Figure 1. Signal wires on met1.
(3 px per micron) Supply wires on this layer in grey.
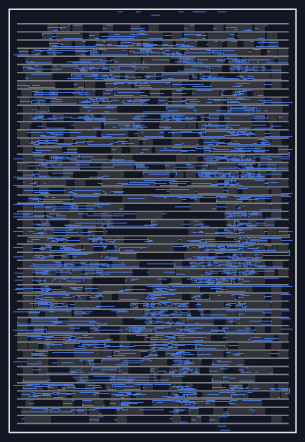
Figure 2. The metal 2 layer.
(3 px per micron)
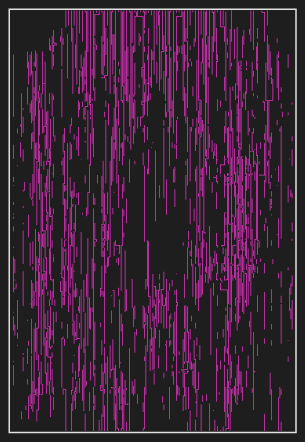
[src/rtl/lsu.sv]
// Multi-cycle load/store unit: one op at a time, req/ack data bus, load write-back and pipeline hold.
// Optional LSU_ALIGN_CHECK_EN: trap misaligned H/W accesses to ERR instead of issuing them on the bus.
module lsu #(
    parameter int unsigned TIMEOUT = 16
) (
    input  logic        clk,
    input  logic        rst_n,
    input  logic        req_valid_i,
    output logic        req_ready_o,
    input  logic        we_i,
    input  logic [2:0]  func3_i,
    input  logic [31:0] addr_i,
    input  logic [31:0] wdata_i,
    input  logic [4:0]  rd_addr_i,
    output logic        mem_req_o,
    output logic        mem_we_o,
    output logic [31:0] mem_addr_o,
    output logic [31:0] mem_wdata_o,
    output logic [3:0]  mem_wstrb_o,
    input  logic        mem_ack_i,
    input  logic [31:0] mem_rdata_i,
    output logic [31:0] rd_wdata_o,
    output logic [4:0]  rd_waddr_o,
    output logic        reg_wen_o,
    output logic        hold_flag_o,
    output logic        err_o
);

    typedef enum logic [1:0] {S_IDLE, S_BUS, S_DONE, S_ERR} state_t;

    localparam logic [7:0] TO_LAST = 8'(TIMEOUT - 1);

    state_t      state_q;
    logic [7:0]  cnt_q;
    logic        we_q;
    logic [2:0]  func3_q;
    logic [1:0]  off_q;
    logic [4:0]  rd_q;
    logic        mem_req_q;
    logic        mem_we_q;
    logic [31:0] mem_addr_q;
    logic [31:0] mem_wdata_q;
    logic [3:0]  mem_wstrb_q;
    logic [31:0] rd_wdata_q;
    logic [4:0]  rd_waddr_q;
    logic        reg_wen_q;
    logic        err_q;
    logic        misalign_d;
    logic [31:0] load_data_d;

    // func3[1] selects word, else func3[0] selects half, else byte.
    function automatic logic [3:0] store_strb(input logic [2:0] f3, input logic [1:0] a);
        if (f3[1])
            return 4'b1111;
        else if (f3[0])
            return a[1] ? 4'b1100 : 4'b0011;
        return 4'b0001 << a;
    endfunction

    function automatic logic [31:0] store_data(input logic [2:0] f3, input logic [31:0] wd);
        if (f3[1])
            return wd;
        else if (f3[0])
            return {2{wd[15:0]}};
        return {4{wd[7:0]}};
    endfunction

    // Halfwords only look at addr[1], so an unchecked odd H address reads the aligned half.
    function automatic logic [31:0] load_extract(input logic [2:0] f3, input logic [1:0] a,
                                                 input logic [31:0] rdata);
        logic [1:0]  sh;
        logic [31:0] s;
        if (f3[1])
            return rdata;
        sh = f3[0] ? {a[1], 1'b0} : a;
        s  = rdata >> {sh, 3'b000};
        if (f3[0])
            return f3[2] ? {16'h0000, s[15:0]} : {{16{s[15]}}, s[15:0]};
        return f3[2] ? {24'h000000, s[7:0]} : {{24{s[7]}}, s[7:0]};
    endfunction

`ifdef LSU_ALIGN_CHECK_EN
    function automatic logic is_misaligned(input logic [2:0] f3, input logic [1:0] a);
        if (f3[1])
            return a != 2'b00;
        else if (f3[0])
            return a[0];
        return 1'b0;
    endfunction

    assign misalign_d = is_misaligned(func3_i, addr_i[1:0]);
`else
    assign misalign_d = 1'b0;
`endif

    assign load_data_d = load_extract(func3_q, off_q, mem_rdata_i);

    assign req_ready_o = (state_q == S_IDLE);
    assign hold_flag_o = (state_q != S_IDLE) | req_valid_i;
    assign mem_req_o   = mem_req_q;
    assign mem_we_o    = mem_we_q;
    assign mem_addr_o  = mem_addr_q;
    assign mem_wdata_o = mem_wdata_q;
    assign mem_wstrb_o = mem_wstrb_q;
    assign rd_wdata_o  = rd_wdata_q;
    assign rd_waddr_o  = rd_waddr_q;
    assign reg_wen_o   = reg_wen_q;
    assign err_o       = err_q;

    // Request latch: only consumed in BUS/DONE, so it needs no reset.
    always_ff @(posedge clk) begin
        if (state_q == S_IDLE && req_valid_i) begin
            we_q    <= we_i;
            func3_q <= func3_i;
            off_q   <= addr_i[1:0];
            rd_q    <= rd_addr_i;
        end
    end

    always_ff @(posedge clk or negedge rst_n) begin
        if (!rst_n) begin
            state_q     <= S_IDLE;
            cnt_q       <= 8'd0;
            mem_req_q   <= 1'b0;
            mem_we_q    <= 1'b0;
            mem_addr_q  <= 32'h0;
            mem_wdata_q <= 32'h0;
            mem_wstrb_q <= 4'h0;
            rd_wdata_q  <= 32'h0;
            rd_waddr_q  <= 5'd0;
            reg_wen_q   <= 1'b0;
            err_q       <= 1'b0;
        end else begin
            reg_wen_q  <= 1'b0;
            err_q      <= 1'b0;
            rd_wdata_q <= 32'h0;
            rd_waddr_q <= 5'd0;
            case (state_q)
                S_IDLE: begin
                    if (req_valid_i) begin
                        if (misalign_d) begin
                            state_q <= S_ERR;
                            err_q   <= 1'b1;
                        end else begin
                            state_q     <= S_BUS;
                            cnt_q       <= 8'd0;
                            mem_req_q   <= 1'b1;
                            mem_we_q    <= we_i;
                            mem_addr_q  <= {addr_i[31:2], 2'b00};
                            mem_wdata_q <= we_i ? store_data(func3_i, wdata_i) : 32'h0;
                            mem_wstrb_q <= we_i ? store_strb(func3_i, addr_i[1:0]) : 4'h0;
                        end
                    end
                end
                S_BUS: begin
                    if (mem_ack_i || cnt_q == TO_LAST) begin
                        mem_req_q   <= 1'b0;
                        mem_we_q    <= 1'b0;
                        mem_addr_q  <= 32'h0;
                        mem_wdata_q <= 32'h0;
                        mem_wstrb_q <= 4'h0;
                    end
                    if (mem_ack_i) begin
                        state_q <= S_DONE;
                        if (!we_q && rd_q != 5'd0) begin
                            reg_wen_q  <= 1'b1;
                            rd_waddr_q <= rd_q;
                            rd_wdata_q <= load_data_d;
                        end
                    end else if (cnt_q == TO_LAST) begin
                        state_q <= S_ERR;
                        err_q   <= 1'b1;
                    end else begin
                        cnt_q <= cnt_q + 8'd1;
                    end
                end
                S_DONE:  state_q <= S_IDLE;
                S_ERR:   state_q <= S_IDLE;
                default: state_q <= S_IDLE;
            endcase
        end
    end

endmodule

[config.mk]
export PLATFORM = sky130hd
export DESIGN_NAME = lsu
export DESIGN_NICKNAME = d
export VERILOG_FILES = /design/src/rtl/lsu.sv
export SDC_FILE = /design/constraint.sdc
export NUM_CORES = 1
export LEC_CHECK = 0
export CORE_ASPECT_RATIO = 1.5
export CORE_MARGIN = 2
export CORE_UTILIZATION = 43
export CTS_BUF_LIST = sky130_fd_sc_hd__clkbuf_8 sky130_fd_sc_hd__clkbuf_16
export DETAILED_ROUTE_END_ITERATION = 10
export PLACE_DENSITY_LB_ADDON = 0.1
export SLEW_MARGIN = 20
export SYNTH_ARGS = -nofsm -noshare
export SYNTH_HDL_FRONTEND = slang
export SYNTH_SLANG_ARGS = --single-unit
export TNS_END_PERCENT = 30
[constraint.sdc]
create_clock -name clk -period 2.5 [get_ports clk]
set_clock_uncertainty 0.15 [all_clocks]
set_input_delay 0.5 -clock clk [delete_from_list [all_inputs] [get_ports clk]]
set_output_delay 0.5 -clock clk [all_outputs]
set_load 0.05 [all_outputs]
==> run summary <==
run results: largest net degree at the start of global routing between 60 and 70, Seq share, synth slightly above 60%, num ports approximately 220, Avg Cell Area, Syn about 12 sq um, num rows around 50, clock sink total ~130, CP required between 2 and 3 ns, P_comb 2.82 mW, CTS tree built, Crit. End Element flop, clk root buf clkbuf_16, WHS Path Cells 1, clk_lat worst skew just over 0.4 ns, Switch Pwr roughly 3 mW, Relative slew margins between 50% and 60%, Arrival @ worst endpoint 2.44 ns, RSZ-0062 raised after global routing no, max incr delay on CP 0.49 ns, flip-flops with a built-in enable 11, Peak VDD IR roughly 0.00050 V, Buffers on Ports around 220, Synth flops about 130, die area ~13000 sq um, Levels on crit path 6, H-tree Lvls 4, Routed met2 length 7870 microns, antenna cell count 0, mean number of vias per cell around 5.4, clk pwr 2.56 mW, prevailing post-synth register cell dfrtp_1, hold buffers post-CTS 1, die height between 100 and 150 microns, TritonCTS Buffers 17, Syn Inst Count around 430, worst hold path endpoint rd_waddr_o[3]$_DFF_PN0_, Total Routing Usage GR 24.0%, distinct lib cells ~53, Top area cell types dfrtp_1 (55%), a22o_1 (8.0%), edfxtp_1 (6.2%), Gate power share between 30% and 40%, Worst Tran Pin Value about 0.72 ns, Yosys Instances 434, crit path from cnt_q[0]$_DFFE_PN0P_, Buf/Inv on CP 1, Clock Power Share 31.7%, Met1 Wirelength between 5000 and 6000 microns, clk buf depth 2, Hold Crit Class flop to flop, internal reg-to-reg setup slack between 0.2 and 0.25 ns, drt drc 0, critical-path cell list ha_1 > and4b_4 > a21oi_1 > or3_2 > buf_12 > a22o_1, Core Util at FP ~44%, sw frac between 30% and 40%, initial drt markers roughly 290, total power around 8 mW, Int Power between 5 and 6 mW, fin nets about 770, Clock transition at path regs ~0.06 ns, Top-area cell share 54.8%, DR WL/cell between 15 and 20 microns, antenna viol nets, final 0, Final Slew Violations 0, status complete, no violations, PostCTS Resize Cnt 1, Area Growth Syn to Fin 56.7%
Back to the opening pictures, Figure 1:
longest straight run	40.0 microns
nets with wire on the layer	647
main direction	horizontal
wire length on this layer	5730 microns
met1 usage: 27.4%
via count: 4499
routed wire length: 15500 microns

Back to the opening pictures, Figure 2:
longest straight run	60.2 microns
wire length on this layer	7870 microns
nets with wire on the layer	697
share of all routed wire	51%
main direction	vertical
M2 GR Usage: 39.6%

[cell type report]
type / instances / area [sq um]
Clock buffer: 19 / 453
Clock inverter: 12 / 159
Fill cell: 916 / 3700
Inverter: 28 / 105
Multi-Input combinational cell: 249 / 1840
Sequential cell: 128 / 3260
Tap cell: 153 / 191
Timing Repair Buffer: 237 / 2370
[cells by family (layout without fill, tap and decap cells)]
kind of cell             count (synthesis)  count (layout)  synth area share, %
AND-OR/OR-AND                          143             143                 20.0
flip-flops                             128             128                 60.9
AND/OR/NAND/NOR                         66              66                 6.65
buffers and inverters                   58             296                 4.70
multiplexers                            36              36                 7.23
adder cells (fa/ha/maj)                  1               1                0.234
other                                    1               2               0.0701
XOR/XNOR                                 1               1                0.164
[metrics by stage]
step / hold slack, ns / util, % / std cells / instance area, sq um
final: 0.329 / 69.4 / 826 / 8380
after global routing: 0.360 / 69.4 / 826 / 8380
after floorplan: 0.0544 / - / 435 / 5350
after detailed placement: 0.319 / 64.2 / 794 / 7760
after global placement: 0.303 / 64.2 / 794 / 7760
after CTS: 0.331 / 69.4 / 826 / 8380
[registers in the layout, summed over array words and instances (netlist names), 2 cells and up]
register / flops
cnt_q: 8
func3_q: 3
mem_addr_o: 30
mem_wdata_o: 32
mem_wstrb_o: 4
off_q: 2
rd_q: 5
rd_waddr_o: 5
rd_wdata_o: 32
state_q: 2
[cells in the final DEF, fill, tap and decap left out, drive strengths merged, types with 5 or more instances in the layout]
master and count:
buf 21, clkbuf 19, a21oi 30, and2 7, nand2b 5, a221oi 7, o2bb2ai 16, clkinv 5
clkdlybuf4s50 214, o22ai 7, nor2 12, a2bb2oi 6, edfxtp 11, a22o 49, inv 29, nand2 20
dfrtp 117, mux2i 33, o21ai 12
Power and IR drop assume default switching activity.
